Gate-type map:
Scale: 3 px per um.
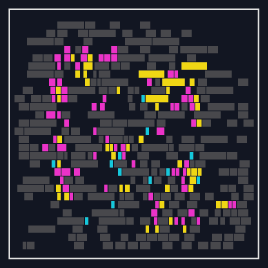
Track usage over the die:
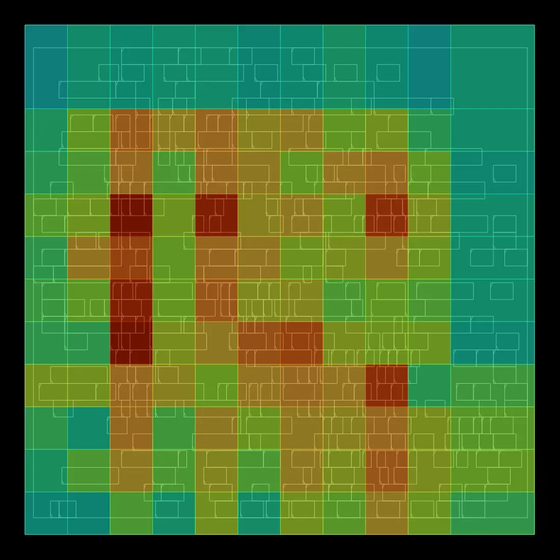
Register map, names as in the netlist:
Scale: 3 px per um. Other sequential cells in the stronger grey, the rest of the logic in the fainter grey.
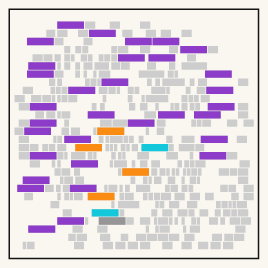
Zoomed window:
Region (29, 12) to (54, 37) um. Cells in grey, sequential cells in the stronger grey; small squares are vias.
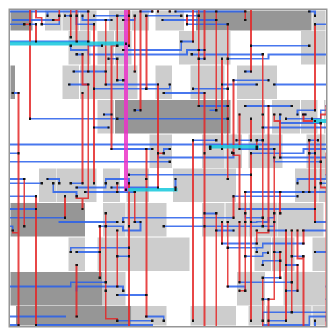
<file path="config.mk">
export PLATFORM = sky130hd
export DESIGN_NAME = control_sequencer_flat
export DESIGN_NICKNAME = d
export VERILOG_FILES = /design/src/rtl/control_sequencer_if.sv /design/src/rtl/control_sequencer.sv /design/src/flat_wrapper.sv
export SDC_FILE = /design/constraint.sdc
export NUM_CORES = 1
export LEC_CHECK = 0
export CAP_MARGIN = 0
export CORE_MARGIN = 1
export CORE_UTILIZATION = 37
export DETAILED_ROUTE_END_ITERATION = 7
export GPL_TIMING_DRIVEN = 0
export PLACE_DENSITY = 0.63
export SETUP_SLACK_MARGIN = 0.05
export SLEW_MARGIN = 20
export SYNTH_ARGS = -nofsm -noshare
export SYNTH_HDL_FRONTEND = slang
export SYNTH_SLANG_ARGS = --single-unit
</file>
<file path="constraint.sdc">
create_clock -name clk -period 5.6 [get_ports clk]
set_input_delay 1.12 -clock clk [delete_from_list [all_inputs] [get_ports clk]]
set_output_delay 1.12 -clock clk [all_outputs]
set_load 0.01 [all_outputs]
</file>
<file path="src/rtl/control_sequencer_if.sv">
// control_sequencer_if
// Bundles the datapath-facing signals of the LEGv8 control sequencer.
//   instr/flags/commandZero : decoded instruction field, stored NZVC flags, ALU zero
//   uncondBr .. read_enable : single-bit datapath controls
//   ALUOp, regRD            : ALU operation and register write address
//   enablePC                : PC advances at the next edge when 1
//   halted, illegal         : halt status (registered), undecoded opcode (combinational)
//   retired                 : saturating count of cycles with enablePC=1
// master = sequencer side, slave = datapath side.
interface control_sequencer_if #(
  parameter int CNT_W = 32
);
  logic [11:0]      instr;
  logic [3:0]       flags;
  logic             commandZero;
  logic             uncondBr;
  logic             brTaken;
  logic             BRMI;
  logic             memWrite;
  logic             memToReg;
  logic             ALUSrc;
  logic             regWrite;
  logic             reg2Loc;
  logic             valueToStore;
  logic             dOrImm;
  logic             saveCond;
  logic             read_enable;
  logic [2:0]       ALUOp;
  logic [4:0]       regRD;
  logic             enablePC;
  logic             halted;
  logic             illegal;
  logic [CNT_W-1:0] retired;

  modport master (
    input  instr, flags, commandZero,
    output uncondBr, brTaken, BRMI, memWrite, memToReg, ALUSrc, regWrite,
           reg2Loc, valueToStore, dOrImm, saveCond, read_enable, ALUOp, regRD,
           enablePC, halted, illegal, retired
  );

  modport slave (
    output instr, flags, commandZero,
    input  uncondBr, brTaken, BRMI, memWrite, memToReg, ALUSrc, regWrite,
           reg2Loc, valueToStore, dOrImm, saveCond, read_enable, ALUOp, regRD,
           enablePC, halted, illegal, retired
  );
endinterface

</file>
<file path="src/rtl/control_sequencer.sv">
// control_sequencer
// Multi-cycle control unit for the LEGv8 datapath. Decodes the instruction
// field into datapath controls, stalls the PC for multi-cycle loads, halts on
// the all-zero opcode and counts retired instructions.
// Ports:
//   clk   : system clock, rising edge
//   reset : asynchronous, active-high
//   bus   : control_sequencer_if master modport (see interface header)
//
// state     | meaning
// EXEC      | decode and execute the current instruction
// LOAD_WAIT | LDUR in flight, waiting for data-memory read latency
// HALT      | all-zero opcode seen; only reset leaves
module control_sequencer #(
  parameter int LOAD_LAT = 2,
  parameter int CNT_W    = 32
) (
  input logic               clk,
  input logic               reset,
  control_sequencer_if.master bus
);
  localparam logic [1:0] EXEC      = 2'd0;
  localparam logic [1:0] LOAD_WAIT = 2'd1;
  localparam logic [1:0] HALT      = 2'd2;

  localparam logic [5:0] OP_ADDI  = 6'b100100;
  localparam logic [5:0] OP_ADDS  = 6'b101010;
  localparam logic [5:0] OP_SUBS  = 6'b111010;
  localparam logic [5:0] OP_LDST  = 6'b111110;
  localparam logic [5:0] OP_B     = 6'b000101;
  localparam logic [5:0] OP_BL    = 6'b100101;
  localparam logic [5:0] OP_CBZ   = 6'b101101;
  localparam logic [5:0] OP_BCOND = 6'b010101;
  localparam logic [5:0] OP_BR    = 6'b110101;
  localparam logic [5:0] OP_HALT  = 6'b000000;

  // Counter is loaded in the issuing EXEC cycle, so LOAD_WAIT spans LOAD_LAT-1 cycles.
  localparam logic [3:0] WAIT_INIT = 4'(LOAD_LAT - 1);

  logic [1:0]       state, state_nx;
  logic [3:0]       wait_cnt, wait_nx;
  logic             halted_q;
  logic [CNT_W-1:0] retired_q;

  logic       uncond_br, br_taken, brmi, mem_write, mem_to_reg, alu_src;
  logic       reg_write, reg2loc, value_to_store, d_or_imm, save_cond, read_en;
  logic [2:0] alu_op;
  logic [4:0] reg_rd;
  logic       en_pc, ill;

  logic [5:0] opcode;
  logic       flag_n, flag_z, flag_v;
  logic       cond_met;

  assign opcode = bus.instr[5:0];
  assign flag_n = bus.flags[0];
  assign flag_z = bus.flags[1];
  assign flag_v = bus.flags[2];

  always_comb begin
    cond_met = 1'b0;
    case (bus.instr[10:7])
      4'h0:    cond_met = flag_z;
      4'h1:    cond_met = !flag_z;
      4'hA:    cond_met = (flag_n == flag_v);
      4'hB:    cond_met = (flag_n != flag_v);
      4'hC:    cond_met = !flag_z && (flag_n == flag_v);
      4'hD:    cond_met = flag_z || (flag_n != flag_v);
      default: cond_met = 1'b0;
    endcase
  end

  always_comb begin
    uncond_br = 1'b0; br_taken = 1'b0; brmi = 1'b0; mem_write = 1'b0;
    mem_to_reg = 1'b0; alu_src = 1'b0; reg_write = 1'b0; reg2loc = 1'b0;
    value_to_store = 1'b0; d_or_imm = 1'b0; save_cond = 1'b0; read_en = 1'b0;
    alu_op = 3'b000; reg_rd = 5'd0; en_pc = 1'b0; ill = 1'b0;
    state_nx = state;
    wait_nx  = wait_cnt;
    // Outputs stay forced low for the whole time reset is high.
    if (!reset) begin
      case (state)
        EXEC: begin
          en_pc = 1'b1;
          case (opcode)
            OP_ADDI: begin
              alu_op = 3'b010; alu_src = 1'b1; d_or_imm = 1'b1;
              reg_write = 1'b1; reg_rd = bus.instr[11:7];
            end
            OP_ADDS, OP_SUBS: begin
              alu_op = (opcode == OP_SUBS) ? 3'b011 : 3'b010;
              reg2loc = 1'b1; reg_write = 1'b1; save_cond = 1'b1;
              reg_rd = bus.instr[11:7];
            end
            OP_LDST: begin
              alu_op = 3'b010; alu_src = 1'b1;
              if (bus.instr[6]) begin
                mem_to_reg = 1'b1; read_en = 1'b1; reg_rd = bus.instr[11:7];
                if (LOAD_LAT == 1) begin
                  reg_write = 1'b1;
                end else begin
                  en_pc    = 1'b0;
                  state_nx = LOAD_WAIT;
                  wait_nx  = WAIT_INIT;
                end
              end else begin
                mem_write = 1'b1;
              end
            end
            OP_B: begin
              uncond_br = 1'b1; br_taken = 1'b1;
            end
            OP_BL: begin
              uncond_br = 1'b1; br_taken = 1'b1; reg_write = 1'b1;
              value_to_store = 1'b1; reg_rd = 5'd30;
            end
            OP_CBZ:   br_taken = bus.commandZero;
            OP_BCOND: br_taken = cond_met;
            OP_BR: begin
              brmi = 1'b1; br_taken = 1'b1;
            end
            OP_HALT: begin
              en_pc    = 1'b0;
              state_nx = HALT;
            end
            default: ill = 1'b1;
          endcase
        end
        LOAD_WAIT: begin
          alu_op = 3'b010; alu_src = 1'b1; mem_to_reg = 1'b1; read_en = 1'b1;
          reg_rd  = bus.instr[11:7];
          wait_nx = wait_cnt - 4'd1;
          // Data is valid in the final wait cycle: write back and release the PC.
          if (wait_cnt == 4'd1) begin
            reg_write = 1'b1;
            en_pc     = 1'b1;
            state_nx  = EXEC;
          end
        end
        HALT:    state_nx = HALT;
        default: state_nx = EXEC;
      endcase
    end
  end

  always_ff @(posedge clk or posedge reset) begin
    if (reset) begin
      state     <= EXEC;
      wait_cnt  <= 4'd0;
      halted_q  <= 1'b0;
      retired_q <= '0;
    end else begin
      state    <= state_nx;
      wait_cnt <= wait_nx;
      if (state_nx == HALT) halted_q <= 1'b1;
      if (en_pc && (retired_q != {CNT_W{1'b1}})) retired_q <= retired_q + 1'b1;
    end
  end

  assign bus.uncondBr     = uncond_br;
  assign bus.brTaken      = br_taken;
  assign bus.BRMI         = brmi;
  assign bus.memWrite     = mem_write;
  assign bus.memToReg     = mem_to_reg;
  assign bus.ALUSrc       = alu_src;
  assign bus.regWrite     = reg_write;
  assign bus.reg2Loc      = reg2loc;
  assign bus.valueToStore = value_to_store;
  assign bus.dOrImm       = d_or_imm;
  assign bus.saveCond     = save_cond;
  assign bus.read_enable  = read_en;
  assign bus.ALUOp        = alu_op;
  assign bus.regRD        = reg_rd;
  assign bus.enablePC     = en_pc;
  assign bus.illegal      = ill;
  assign bus.halted       = halted_q;
  assign bus.retired      = retired_q;
endmodule

</file>
<file path="src/flat_wrapper.sv">
// flat-port wrapper written by rule: the top's interface ports become plain ports
module control_sequencer_flat 
#(
  parameter int LOAD_LAT = 2,
  parameter int CNT_W    = 32
)
  (clk, reset, bus_instr, bus_flags, bus_commandZero, bus_uncondBr, bus_brTaken, bus_BRMI, bus_memWrite, bus_memToReg, bus_ALUSrc, bus_regWrite, bus_reg2Loc, bus_valueToStore, bus_dOrImm, bus_saveCond, bus_read_enable, bus_ALUOp, bus_regRD, bus_enablePC, bus_halted, bus_illegal, bus_retired);
  control_sequencer_if #(.CNT_W(CNT_W)) bus_i ();
  input logic clk;
  input logic reset;
  input wire logic [$bits(bus_i.instr)-1:0] bus_instr;
  input wire logic [$bits(bus_i.flags)-1:0] bus_flags;
  input wire logic [$bits(bus_i.commandZero)-1:0] bus_commandZero;
  output wire logic [$bits(bus_i.uncondBr)-1:0] bus_uncondBr;
  output wire logic [$bits(bus_i.brTaken)-1:0] bus_brTaken;
  output wire logic [$bits(bus_i.BRMI)-1:0] bus_BRMI;
  output wire logic [$bits(bus_i.memWrite)-1:0] bus_memWrite;
  output wire logic [$bits(bus_i.memToReg)-1:0] bus_memToReg;
  output wire logic [$bits(bus_i.ALUSrc)-1:0] bus_ALUSrc;
  output wire logic [$bits(bus_i.regWrite)-1:0] bus_regWrite;
  output wire logic [$bits(bus_i.reg2Loc)-1:0] bus_reg2Loc;
  output wire logic [$bits(bus_i.valueToStore)-1:0] bus_valueToStore;
  output wire logic [$bits(bus_i.dOrImm)-1:0] bus_dOrImm;
  output wire logic [$bits(bus_i.saveCond)-1:0] bus_saveCond;
  output wire logic [$bits(bus_i.read_enable)-1:0] bus_read_enable;
  output wire logic [$bits(bus_i.ALUOp)-1:0] bus_ALUOp;
  output wire logic [$bits(bus_i.regRD)-1:0] bus_regRD;
  output wire logic [$bits(bus_i.enablePC)-1:0] bus_enablePC;
  output wire logic [$bits(bus_i.halted)-1:0] bus_halted;
  output wire logic [$bits(bus_i.illegal)-1:0] bus_illegal;
  output wire logic [$bits(bus_i.retired)-1:0] bus_retired;
  assign bus_i.instr = bus_instr;
  assign bus_i.flags = bus_flags;
  assign bus_i.commandZero = bus_commandZero;
  assign bus_uncondBr = bus_i.uncondBr;
  assign bus_brTaken = bus_i.brTaken;
  assign bus_BRMI = bus_i.BRMI;
  assign bus_memWrite = bus_i.memWrite;
  assign bus_memToReg = bus_i.memToReg;
  assign bus_ALUSrc = bus_i.ALUSrc;
  assign bus_regWrite = bus_i.regWrite;
  assign bus_reg2Loc = bus_i.reg2Loc;
  assign bus_valueToStore = bus_i.valueToStore;
  assign bus_dOrImm = bus_i.dOrImm;
  assign bus_saveCond = bus_i.saveCond;
  assign bus_read_enable = bus_i.read_enable;
  assign bus_ALUOp = bus_i.ALUOp;
  assign bus_regRD = bus_i.regRD;
  assign bus_enablePC = bus_i.enablePC;
  assign bus_halted = bus_i.halted;
  assign bus_illegal = bus_i.illegal;
  assign bus_retired = bus_i.retired;
  control_sequencer #(.LOAD_LAT(LOAD_LAT), .CNT_W(CNT_W)) u_core (.clk(clk), .reset(reset), .bus(bus_i));
endmodule
</file>
==> results.toml <==
# physical design summary
[clocking]
cts_sinks = 39
clockBufferDepth = 2
cts_tree = "done"
postCtsSetupBuffers = 0
cts.clk_slew.worst_paths_ps = 80

[detailed_routing]
wirelength_mm = 5.93
ant_nets = 0
dr_wl_met3_um = 238
wl_per_cell_um = 14.3
drt_iter0_drc = 88
dr_wl_met2_mm = 2.85
routed_via_density = 5.33
drt_first_pass_iters = 4

[floorplan]
initCoreUtil_pct = 39.4
die_area_um2 = 6820

[synthesis]
ys_ff = 39
ys_seq_share_pct = 40.6
synthesis.nets = 283
yosys.area_share.simple_pct = 31.0
synthXorXnorAreaFrac_pct = 11.7
ys_area_um2 = 2400
ys_sh_adder_pct = 1.56
yosys.cell_types.count = 47

[layout]
antenna_cells = 0
post-route-util_pct = 54.3
final_cell_mix = "clkdlybuf4s50_1 (71), dfrtp_1 (39), nand2_1 (27), xnor2_1 (20), nor3_1 (19)"

[sta]
setup_violations = 0
fin_skew_ps = 7.37

[global_routing]
grt_max_degree = 30
grt_pass1_wl_mm = 9.92
grt-busiest-layer = "met2"
grt_pass1_vias = 2108
use_met1_pct = 25.2

[placement]
place.gp.congestion = 0.788

[hold_path]
whs_path_depth = 1

[status]
status = "finished, final reports clean"

[setup_path]
worst_r2r_path_depth = 7
-- 'gate-type map' (at the start) --
| colour | family | cells | most used |
|---|---|---|---|
| magenta | nand cells | 67 | nand2_1 |
| cyan | inv cells | 12 | inv_1 |
| yellow | nor cells | 45 | nor3_1 |

-- 'track usage over the die' (at the start) --
routing usage on met3: 3.74%
GRT Total Usage: 19.0%
GR Util met2: 31.0%

-- 'register map, names as in the netlist' (at the start) --
| colour | netlist name | sequential cells |
|---|---|---|
| purple | `u_core.bus.retired` | 32 |
| cyan | `u_core.state` | 2 |
| orange | `u_core.wait_cnt` | 4 |
not coloured: 1

-- 'zoomed window' (at the start) --
| colour | layer |
|---|---|
| red | M2 |
| cyan | M3 |
| magenta | M4 |
| blue | M1 |
cells with their middle in the window: 54
netlist names of flops here include: `u_core.state` (2), `u_core.wait_cnt` (2)
sequential cells in the window: 5
most frequent: nand2_1 (6)

## worst min-delay path by stage
stage / slack, ps / start / endpoint
final: 480 / u_core.bus.halted$_DFFE_PP0N_ / u_core.bus.halted$_DFFE_PP0N_
after global routing: 510 / u_core.bus.halted$_DFFE_PP0N_ / u_core.bus.halted$_DFFE_PP0N_
after CTS: 490 / u_core.bus.halted$_DFFE_PP0N_ / u_core.bus.halted$_DFFE_PP0N_
after detailed placement: 470 / u_core.bus.halted$_DFFE_PP0N_ / u_core.bus.halted$_DFFE_PP0N_
after global placement: 470 / u_core.bus.halted$_DFFE_PP0N_ / u_core.bus.halted$_DFFE_PP0N_
after floorplan: 470 / u_core.wait_cnt[1]$_DFFE_PP0P_ / u_core.wait_cnt[1]$_DFFE_PP0P_
## final cells by class
class                           count  area (um^2)  area share, %
Multi-Input combinational cell    200         1310           39.4
Timing Repair Buffer               72          731           22.1
Buffer                             10         76.3           2.30
Clock inverter                      2         12.5          0.378
Sequential cell                    39          976           29.5
Tap cell                           75         93.8           2.83
Inverter                           12         45.0           1.36
Clock buffer                        6         72.6           2.19
## critical path, stage by stage
cell	delay [ps]
clkdlybuf4s50_1	520
nand2b_1	230
nor3_1	350
a31oi_1	210
a31oi_1	460
and2_1	190
clkdlybuf4s50_1	520
## metrics by stage
| stage | power (mW) | worst slack, ps | hold slack, ps | area (um^2) | cells |
|---|---|---|---|---|---|
| 2_1_floorplan | 0.589 | 2170 | 467 | 2400 | 261 |
| 3_3_place_gp | 0.742 | 896 | 466 | 3210 | 407 |
| 3_5_place_dp | 0.750 | 903 | 472 | 3230 | 408 |
| 4_1_cts | 0.943 | 888 | 491 | 3310 | 416 |
| 5_1_grt | 1.00 | 667 | 509 | 3310 | 416 |
| 6_report | 0.930 | 864 | 484 | 3310 | 416 |
## power breakdown
| group | total, mW | internal, mW | switching [mW] |
|---|---|---|---|
| Clock | 0.189 | 0.0871 | 0.102 |
| Combinational | 0.339 | 0.179 | 0.160 |
| Sequential | 0.402 | 0.335 | 0.0676 |
| Total | 0.930 | 0.601 | 0.329 |
## cell usage after synthesis (2+ instances only)
cell type | instances | area, um^2
a31oi_1 | 4 | 25.0
nor3_1 | 19 | 95.1
xor2_1 | 12 | 105
and3_1 | 5 | 31.3
nor4_1 | 3 | 18.8
nor2_1 | 18 | 67.6
nand2_1 | 27 | 101
xnor2_1 | 20 | 175
nand4_1 | 17 | 106
nand2b_1 | 3 | 18.8
or2_2 | 2 | 12.5
nor4_4 | 2 | 42.5
o41ai_1 | 2 | 17.5
ha_1 | 3 | 37.5
o21ai_0 | 7 | 35.0
buf_4 | 4 | 30.0
a211oi_1 | 2 | 15.0
buf_6 | 3 | 33.8
inv_1 | 12 | 45.0
nor4b_4 | 2 | 47.6
or3_1 | 3 | 18.8
buf_1 | 2 | 7.51
nand4b_1 | 3 | 26.3
a21oi_1 | 7 | 35.0
nand3_1 | 16 | 80.1
a21o_1 | 4 | 30.0
dfrtp_1 | 39 | 976
## sequential cells by signal, indices dropped and copies added (netlist names)
signal              flops
u_core.bus.retired     32
u_core.wait_cnt         4
u_core.state            2
u_core.bus.halted       1
Power figures rest on the tool's default switching activity, not on a simulated workload.
